==> run_1/util_map.png <==
The die is cut into 11 by 11 equal tiles; black is low, pale yellow is high, 0 to 100% covered.
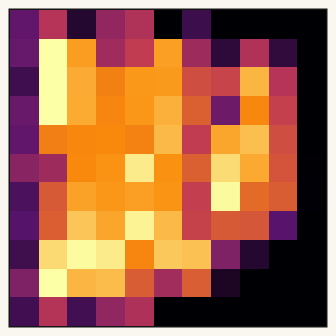
==> run_1/m3.png <==
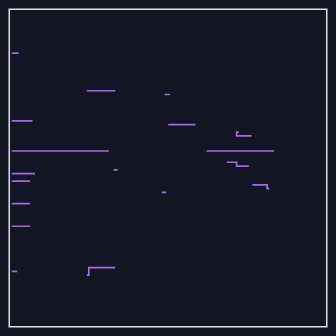
==> run_1/route_heat.png <==
The die is cut into 11 by 11 equal tiles; black is low, pale yellow is high, scaled to the fullest tile. Values are wire area over tile area, all layers added.
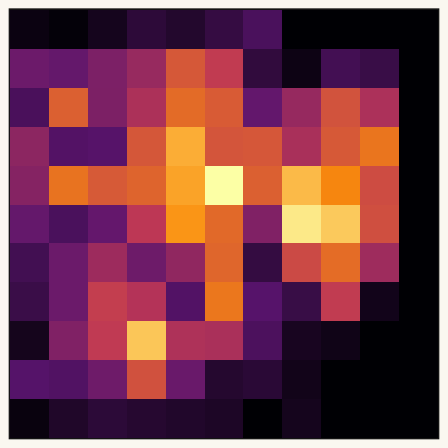
==> run_1/placed.png <==
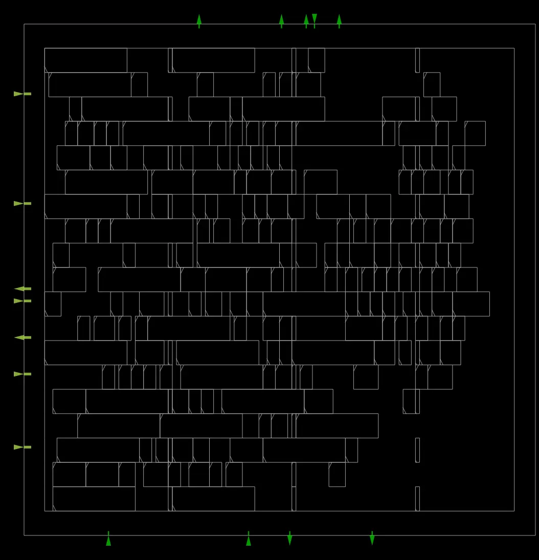
[src/rtl/edge_event_arbiter_if.sv]
// Event handshake bundle between edge_event_arbiter (master) and its consumer (slave).
interface edge_event_arbiter_if #(
  parameter int unsigned CH_W = 2
);
  logic            evt_valid;
  logic            evt_ready;
  logic [CH_W-1:0] evt_ch;
  logic            evt_rise;

  modport master (output evt_valid, output evt_ch, output evt_rise, input evt_ready);
  modport slave  (input evt_valid, input evt_ch, input evt_rise, output evt_ready);
endinterface

[src/rtl/edge_event_arbiter.sv]
// Per-channel edge detector with pending/overflow tracking and a round-robin event offer FSM.
// Define EDGE_SYNC2_EN to put a synchronizer ahead of the sampling flops (+1 cycle latency).
module edge_event_arbiter #(
  parameter int unsigned N_CH = 4,
  parameter int unsigned CH_W = 2
) (
  input  logic                clk,
  input  logic                rst,
  input  logic [N_CH-1:0]     din,
  edge_event_arbiter_if.master evt,
  output logic [N_CH-1:0]     ovf,
  input  logic                ovf_clr
);

  typedef enum logic {IDLE, OFFER} state_e;

  state_e          state_q;
  logic [N_CH-1:0] s_in;
  logic [N_CH-1:0] s_q, s_dly_q;
  logic [N_CH-1:0] edge_w;
  logic [N_CH-1:0] pend_q, pend_d;
  logic [N_CH-1:0] pol_q, pol_d;
  logic [N_CH-1:0] ovf_q, ovf_d;
  logic [CH_W-1:0] rr_q, rr_nxt;
  logic [CH_W-1:0] ch_q;
  logic            rise_q;
  logic            valid_q;
  logic            hs;
  logic            sel_found;
  logic [CH_W-1:0] sel_ch;

`ifdef EDGE_SYNC2_EN
  // First synchronizer stage; s_q serves as the second stage.
  logic [N_CH-1:0] meta_q;

  always_ff @(posedge clk or posedge rst) begin
    if (rst) meta_q <= '0;
    else     meta_q <= din;
  end

  assign s_in = meta_q;
`else
  assign s_in = din;
`endif

  always_ff @(posedge clk or posedge rst) begin
    if (rst) begin
      s_q     <= '0;
      s_dly_q <= '0;
    end else begin
      s_q     <= s_in;
      s_dly_q <= s_q;
    end
  end

  assign edge_w = s_q ^ s_dly_q;
  assign hs     = valid_q & evt.evt_ready;

  // A fresh edge on the channel being consumed re-arms it rather than overflowing.
  always_comb begin
    logic consume;
    consume = 1'b0;
    pend_d  = pend_q;
    pol_d   = pol_q;
    ovf_d   = ovf_clr ? '0 : ovf_q;
    for (int unsigned i = 0; i < N_CH; i++) begin
      consume = hs && (ch_q == CH_W'(i));
      if (edge_w[i]) begin
        if (pend_q[i] && !consume) begin
          ovf_d[i] = 1'b1;
        end else begin
          pend_d[i] = 1'b1;
          pol_d[i]  = s_q[i];
        end
      end else if (consume) begin
        pend_d[i] = 1'b0;
      end
    end
  end

  always_ff @(posedge clk or posedge rst) begin
    if (rst) begin
      pend_q <= '0;
      pol_q  <= '0;
      ovf_q  <= '0;
    end else begin
      pend_q <= pend_d;
      pol_q  <= pol_d;
      ovf_q  <= ovf_d;
    end
  end

  // First pending channel at or after rr_q, wrapping modulo N_CH.
  always_comb begin
    int unsigned     idx;
    logic [CH_W-1:0] idx_c;
    idx       = 0;
    idx_c     = '0;
    sel_found = 1'b0;
    sel_ch    = '0;
    for (int unsigned k = 0; k < N_CH; k++) begin
      idx = 32'(rr_q) + k;
      if (idx >= N_CH) idx = idx - N_CH;
      idx_c = CH_W'(idx);
      if (!sel_found && pend_q[idx_c]) begin
        sel_found = 1'b1;
        sel_ch    = idx_c;
      end
    end
  end

  assign rr_nxt = (ch_q == CH_W'(N_CH - 1)) ? '0 : CH_W'(ch_q + 1'b1);

  always_ff @(posedge clk or posedge rst) begin
    if (rst) begin
      state_q <= IDLE;
      valid_q <= 1'b0;
      ch_q    <= '0;
      rise_q  <= 1'b0;
      rr_q    <= '0;
    end else begin
      case (state_q)
        IDLE: begin
          if (sel_found) begin
            ch_q    <= sel_ch;
            rise_q  <= pol_q[sel_ch];
            valid_q <= 1'b1;
            state_q <= OFFER;
          end
        end
        OFFER: begin
          if (evt.evt_ready) begin
            valid_q <= 1'b0;
            rr_q    <= rr_nxt;
            state_q <= IDLE;
          end
        end
        default: begin
          valid_q <= 1'b0;
          state_q <= IDLE;
        end
      endcase
    end
  end

  assign evt.evt_valid = valid_q;
  assign evt.evt_ch    = ch_q;
  assign evt.evt_rise  = rise_q;
  assign ovf           = ovf_q;

endmodule

[src/flat_wrapper.sv]
// flat-port wrapper written by rule: the top's interface ports become plain ports
module edge_event_arbiter_flat 
#(
  parameter int unsigned N_CH = 4,
  parameter int unsigned CH_W = 2
)
  (clk, rst, din, ovf, ovf_clr, evt_evt_valid, evt_evt_ch, evt_evt_rise, evt_evt_ready);
  edge_event_arbiter_if #(.CH_W(CH_W)) evt_i ();
  input  logic clk;
  input  logic rst;
  input  logic [N_CH-1:0] din;
  output logic [N_CH-1:0] ovf;
  input  logic ovf_clr;
  output wire logic [$bits(evt_i.evt_valid)-1:0] evt_evt_valid;
  output wire logic [$bits(evt_i.evt_ch)-1:0] evt_evt_ch;
  output wire logic [$bits(evt_i.evt_rise)-1:0] evt_evt_rise;
  input wire logic [$bits(evt_i.evt_ready)-1:0] evt_evt_ready;
  assign evt_evt_valid = evt_i.evt_valid;
  assign evt_evt_ch = evt_i.evt_ch;
  assign evt_evt_rise = evt_i.evt_rise;
  assign evt_i.evt_ready = evt_evt_ready;
  edge_event_arbiter #(.N_CH(N_CH), .CH_W(CH_W)) u_core (.clk(clk), .rst(rst), .din(din), .evt(evt_i), .ovf(ovf), .ovf_clr(ovf_clr));
endmodule
[config.mk]
export PLATFORM = sky130hd
export DESIGN_NAME = edge_event_arbiter_flat
export DESIGN_NICKNAME = d
export VERILOG_FILES = /design/src/rtl/edge_event_arbiter_if.sv /design/src/rtl/edge_event_arbiter.sv /design/src/flat_wrapper.sv
export SDC_FILE = /design/constraint.sdc
export NUM_CORES = 1
export LEC_CHECK = 0
export ABC_AREA = 1
export CAP_MARGIN = 20
export CORE_MARGIN = 2
export CORE_UTILIZATION = 49
export DETAILED_ROUTE_END_ITERATION = 12
export HOLD_SLACK_MARGIN = 0.15
export PLACE_DENSITY = 0.79
export RECOVER_POWER = 100
export SKIP_LAST_GASP = 1
export SYNTH_ARGS = -nofsm -noshare
export SYNTH_HDL_FRONTEND = slang
export SYNTH_SLANG_ARGS = --single-unit
[constraint.sdc]
create_clock -name clk -period 1.6 [get_ports clk]
set_clock_uncertainty 0.15 [all_clocks]
set_input_delay 0.32 -clock clk [delete_from_list [all_inputs] [get_ports clk]]
set_output_delay 0.32 -clock clk [all_outputs]
set_load 0.05 [all_outputs]
==> impl_metrics.ini, run 1 <==
; synthesis and place-and-route metrics
[timing]
period_used_pct = 112
fin_setup_tns_ps = -720
relSlewSlack_pct = 57.4
hold_slack_ps = 242
setup_viol = 5
worst_slew_pin_slew_ps = 639
hold_violations = 0
max_freq_mhz = 557
fin_crit_ps = 1790
rsz0062_at_grt = yes
worst_slack_ps = -194
report.final.slew_viol_count = 0

[pwr]
p_leak_nw = 0.918
power_density_nw_per_um2 = 2030
irDropWorstVdd_mv = 1.41
total_power_mw = 3.31

[global_routing]
overflow = 0
grt_start_max_net_pins = 28
grt_pass1_vias = 1228
antenna_found_initial = 0
grt_pass1_wl_um = 5060

[yosys]
syn_inst = 173
yosys-stat-area_um2 = 1380
aoi_share_pct = 6.52
yosys-top-cells-area = dfrtp_1, nand2_1, inv_1
ys.flops = 27
ys_cells = 173
fa_ha_area_share_pct = 3.62
synth.yosys.seq_area_share_pct = 48.9
fp_nets = 185
synth_cell_types = 21
simple_gate_area_share_pct = 31.6
yosys_warnings = 0
synth.mux.area_fraction_pct = 0
xor_area_share_pct = 0.634
syn_area_um2 = 1380
largest_area_cell = dfrtp_1
ys_top_logic_family = simple AND/OR/NAND/NOR gates
syn_avg_cell_area_um2 = 7.98
top_cell_area_share_pct = 48.9

[routing]
drt-initial-drc-count = 42
viasPerCell = 5.17
drc = 0
detail-route-antenna-nets = 0
drt_first_pass_iters = 4

[layout]
final_cells = 233
layout_top_cell = nand2_1
final_area_um2 = 1640
area_growth_pct = 18.5
final_cell_mix = nand2_1, inv_1, dfrtp_1, nand3_1, nand2_2
drive_above_1_share_pct = 22.3
diodes = 0
final_nets = 215

[placed_design]
hpwl_um = 2250
placed_area_um2 = 1720
io_buffers = 15
post-place-cells = 228
dp_slack_ps = -198
place.gp.congestion = 0.858

[cts]
cts_root_buffer = clkbuf_4
clock-sinks = 27
numCtsBuffers = 3
cts_tree = yes
clkTransAtPathRegs_ps = 140
cts_buffer_depth = 2
clkLatencyLatePin_ps = 330
hold_buffers = 0
cts_max_level = 1

[status]
outcome = finished with violations
violations = negative setup slack

[critical_path]
endpoint_kind = flop
criticalPathCategory = reg2reg
worst_ep_arrival_time_ps = 1880
critical_path.max_fanout = 9
start_kind = flop
crit_required_ps = 1690

[hold_path]
hold_path_class = reg2reg

[die]
dieArea_um2 = 3260
ioPinCount = 16
die_h_um = 57.1
die_w_um = 57.1

[run]
cap_violations = 0
warnings = 32
Back to the opening pictures, util_map.png:
tiles over 75% full = 31%
fullest tile = 100%
mean over tiles = 49%
emptiest ninth of the die = lower right
Initial Util: 51.0%
Util after Layout: 60.4%

Back to the opening pictures, m3.png:
wire length on this layer = 75.2 µm
nets with wire on the layer = 14
Vias: 1205
Detailed Route WL: 2830 µm
met3 GRT Util: 1.81%

Back to the opening pictures, route_heat.png:
densest ninth of the die = centre
tiles over half the peak = 29%
fullest tile = 0.43
Avg WL per Cell: 12.1 µm
gr usage total: 20.0%

Back to the opening pictures, placed.png:
Core ar.: 2710 µm²
well tap count: 31
Fillers: 234
flop count: 27
Rows: 19

run 1: cells by family (layout without fill, tap and decap cells):
group / Yosys count / in the layout
AND/OR/NAND/NOR: 95 / 95
adder cells (fa/ha/maj): 4 / 4
flip-flops: 27 / 27
AND-OR/OR-AND: 16 / 16
buffers and inverters: 30 / 59
XOR/XNOR: 1 / 1
run 1: where the power goes:
group | internal [mW] | total (mW) | switching, mW
registers | 0.897 | 1.07 | 0.174
logic | 0.692 | 1.95 | 1.26
clock network | 0.0940 | 0.289 | 0.195
total | 1.68 | 3.31 | 1.63
run 1: flip-flops by register name, summed over array words and instances, names as in the netlist, 2 cells and up:
signal,count
u_core.evt.evt_ch,2
u_core.ovf,4
u_core.pend_q,4
u_core.pol_q,4
u_core.rr_q,2
u_core.s_dly_q,4
u_core.s_q,4
run 1: cell usage after synthesis:
| cell | number |
|---|---|
| inv_2 | 3 |
| nand4_1 | 2 |
| o31ai_1 | 1 |
| inv_1 | 26 |
| o21ai_0 | 4 |
| ha_1 | 4 |
| o22ai_1 | 3 |
| nor2_1 | 8 |
| dfrtp_1 | 27 |
| nand2_2 | 10 |
| a22o_1 | 1 |
| nand2_4 | 1 |
| nor2_4 | 1 |
| or2_2 | 2 |
| o21ai_1 | 2 |
| xor2_1 | 1 |
| buf_6 | 1 |
| nand2_1 | 55 |
| nand3_1 | 14 |
| nand3_2 | 2 |
| a21oi_1 | 5 |
run 1: final cells by class:
class                   count  area, µm²  area share [%]
repair buffers             26        196            12.0
multi-input cells         116        586            35.8
clock buffers               3       22.5            1.38
well taps                  31       38.8            2.37
flip-flops and latches     27        679            41.5
clock inverters             1       5.00           0.306
inverters                  29        109            6.65
run 1: final timing paths:
| kind | startpoint | endpoint | slack [ps] | cells past startpoint |
|---|---|---|---|---|
| max | u_core.rr_q[0]$_DFFE_PP0P_ | u_core.evt.evt_rise$_DFFE_PP0P_ | -190 | 14 |
| min | u_core.s_q[3]$_DFF_PP0_ | u_core.s_dly_q[3]$_DFF_PP0_ | 240 | 0 |
| max reg2reg | u_core.rr_q[0]$_DFFE_PP0P_ | u_core.evt.evt_rise$_DFFE_PP0P_ | -190 | 14 |
| min reg2reg | u_core.s_q[3]$_DFF_PP0_ | u_core.s_dly_q[3]$_DFF_PP0_ | 240 | 0 |
| max in group asynchronous | rst | u_core.rr_q[1]$_DFFE_PP0P_ | 400 | 3 |
| min in group asynchronous | rst | u_core.s_q[0]$_DFF_PP0_ | 450 | 3 |
run 1: layer usage:
| layer | track usage (%) | share of wire (%) | vias up |
|---|---|---|---|
| li1 | - | - | 596 |
| met1 | 24.4 | 43 | 580 |
| met2 | 34.8 | 52 | 22 |
| met3 | 1.81 | 2.7 | 7 |
| met4 | 11.0 | 2.4 | 0 |
| met5 | 0 | 0 | - |
run 1: worst max-delay path: stages (launching register included):
cell and delay, ps:
dfrtp_1 420, inv_2 130, nand2_1 100, nand3_1 90, nand2_1 120, nand2_1 110, nand2_1 50, nand2_1 110
nand3_2 120, nand2_2 70, nand2_1 50, nand2_1 60, nand2_1 50, nand2_1 50, nand2_1 40
run 1: timing repair:
item	CTS	global route
pin swaps	2	0
gates resized	3	0
buffers inserted	0	1
setup endpoints to repair	5	5
==> run 1 -> run 2 <==
--- a/config.mk
+++ b/config.mk
@@ -6,7 +6,6 @@
 export NUM_CORES = 1
 export LEC_CHECK = 0
 export ABC_AREA = 1
-export CAP_MARGIN = 20
 export CORE_MARGIN = 2
 export CORE_UTILIZATION = 49
 export DETAILED_ROUTE_END_ITERATION = 12
==> run_2/util_map.png <==
The die is cut into 11 by 11 equal tiles; black is low, pale yellow is high, 0 to 100% covered.
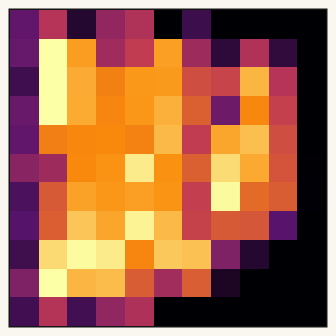
mean over tiles = 49%
tiles over 75% full = 31%
nearly empty tiles = 19%
fullest tile = 100%
emptiest ninth of the die = lower right

==> run 2 against run 1 <==
The run still ends with negative setup slack left. Final area unchanged. Worst hold slack unchanged. Total power unchanged. Routed wire length unchanged. Register-to-register slack about the same. Utilization unchanged. Cell count unchanged. Critical path type unchanged. Highest routed layer unchanged.
==> impl_metrics.ini, run 2 <==
; synthesis and place-and-route metrics
[yosys]
fp_nets = 185
aoi_share_pct = 6.52
edf_count = 0
ys_top_logic_family = simple AND/OR/NAND/NOR gates
syn_area_um2 = 1380
fa_ha_area_share_pct = 3.62
largest_area_cell = dfrtp_1
yosys-top-cells-area = dfrtp_1, nand2_1, inv_1
most_common_cell = nand2_1
flop_cell = dfrtp_1
async_flop_share_pct = 100
yosys_warnings = 0
simple_gate_area_share_pct = 31.6
top_cell_area_share_pct = 48.9
synth.mux.area_fraction_pct = 0
ys.flops = 27
syn_inst = 173
synth.top_cells.by_count = nand2_1, dfrtp_1, inv_1, nand3_1, nand2_2
ys_cells = 173

[status]
outcome = finished with violations
violations = negative setup slack

[critical_path]
r2r_end = u_core.evt.evt_rise$_DFFE_PP0P_
r2r.worst_path.cells = 14
start_kind = flop
endpoint_kind = flop
reg2reg_slack_ps = -190
worst_ep_arrival_time_ps = 1880

[cts]
numCtsBuffers = 3
clkLatencyLatePin_ps = 330
cts_buffer_depth = 2
clock-sinks = 27
clkTransAtPathRegs_ps = 140

[die]
dieArea_um2 = 3260
num_rows = 19
initial_utilization_pct = 51.0
die_w_um = 57.1
ioPinCount = 16

[routing]
vias = 1205
routedWlPerCell_um = 12.1
viasPerCell = 5.17
drt_first_pass_iters = 4
wl_um = 2830
drt-initial-drc-count = 42
drc = 0
detail-route-antenna-nets = 0

[timing]
hold_violations = 0
max_freq_mhz = 557
worst_slack_ps = -194
worst_slew_pin_slew_ps = 639
rsz0062_at_grt = yes
period_used_pct = 112
setup_viol = 5
fin_crit_ps = 1790
relSlewSlack_pct = 57.4
report.final.slew_viol_count = 0

[placed_design]
post-place-cells = 228
io_buffers = 15
hpwl_um = 2250

[pwr]
total_power_mw = 3.31
irDropWorstVdd_mv = 1.41
p_leak_nw = 0.918

[global_routing]
antenna_found_initial = 0
grt_pass1_vias = 1228
track_usage_pct = 20.0
grt_pass1_wl_um = 5060

[hold_path]
hp-start = u_core.s_q[3]$_DFF_PP0_
hold_path_class = reg2reg
whs_path_depth = 0

[layout]
final_nets = 215
layout_top_cell = nand2_1
drive_above_1_share_pct = 22.3
final_cell_mix = nand2_1, inv_1, dfrtp_1, nand3_1, nand2_2
==> run_2/placed.png <==
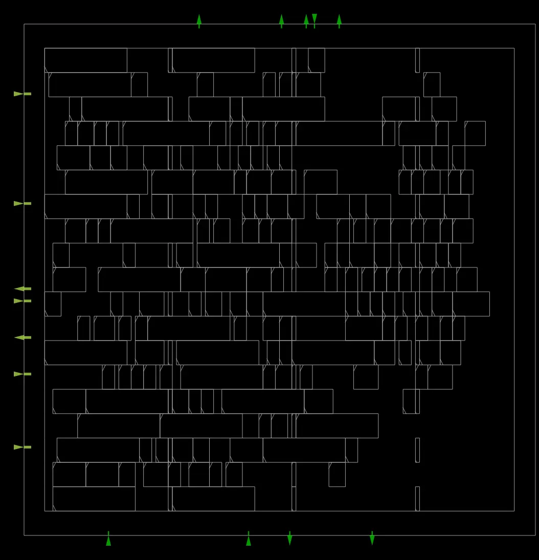
flop share of the area: 41.5%
Final Non-Filler Cells: 233

[run 2: cell counts in the layout (fill, tap and decap cells not counted)]
No cell type changed its count.
[run 2: how the worst max path moves through the flow]
stage                               startpoint                                to  slack (ps)  cells after the start
floorplan           u_core.rr_q[0]$_DFFE_PP0P_   u_core.evt.evt_rise$_DFFE_PP0P_          -6                     15
global placement    u_core.rr_q[0]$_DFFE_PP0P_  u_core.evt.evt_ch[0]$_DFFE_PP0P_         -90                      9
detailed placement  u_core.rr_q[0]$_DFFE_PP0P_  u_core.evt.evt_ch[0]$_DFFE_PP0P_        -200                      9
CTS                 u_core.rr_q[0]$_DFFE_PP0P_   u_core.evt.evt_rise$_DFFE_PP0P_        -170                     13
global route        u_core.rr_q[0]$_DFFE_PP0P_   u_core.evt.evt_rise$_DFFE_PP0P_        -380                     14
finish              u_core.rr_q[0]$_DFFE_PP0P_   u_core.evt.evt_rise$_DFFE_PP0P_        -190                     14
[run 2: worst max-delay path, cell delays in order, from the launching register on]
cell and delay (ps):
dfrtp_1 420, inv_2 130, nand2_1 100, nand3_1 90, nand2_1 120, nand2_1 110
nand2_1 50, nand2_1 110, nand3_2 120, nand2_2 70, nand2_1 50, nand2_1 60
nand2_1 50, nand2_1 50, nand2_1 40
[run 2: area by class of cell]
cell class / instances / area, µm²
clock inverters: 1 / 5.00
well taps: 31 / 38.8
flip-flops and latches: 27 / 679
fillers: 234 / 1070
multi-input cells: 116 / 586
clock buffers: 3 / 22.5
repair buffers: 26 / 196
inverters: 29 / 109
[run 2: kinds of logic after synthesis]
kind of cell               Yosys count
adders and majority gates            4
xor gates and xnor gates             1
DFF                                 27
buffers and inverters               30
AOI/OAI and AO/OA                   16
and+or+nand+nor                     95
[run 2: timing repair]
item,4_1_cts,5_1_grt
buffers inserted,0,1
pin swaps,2,0
endpoints found under the setup margin,5,5
gates resized,3,0
hold buffers,0,0
[run 2: layer usage]
layer	vias up	routed length (µm)	GRT usage (%)
met3	7	75	1.81
met1	580	1210	24.4
met4	0	68	11.0
met2	22	1470	34.8
li1	596	-	-
met5	-	0	0
[run 2: metrics by stage]
step | hold slack [ps] | util, % | worst slack (ps) | instance area, µm²
after floorplan | 201 | - | -5.83 | 1380
after global placement | 209 | 63.3 | -89.2 | 1720
after CTS | 212 | 64.5 | -173 | 1750
after detailed placement | 215 | 63.3 | -198 | 1720
final | 242 | 60.4 | -194 | 1640
after global routing | 255 | 60.4 | -383 | 1640
[run 2: where the power goes]
| part | switching (mW) | internal, mW |
|---|---|---|
| clock | 0.195 | 0.0940 |
| combinational | 1.26 | 0.692 |
| sequential | 0.174 | 0.897 |
Power figures rest on the tool's default switching activity, not on a simulated workload.
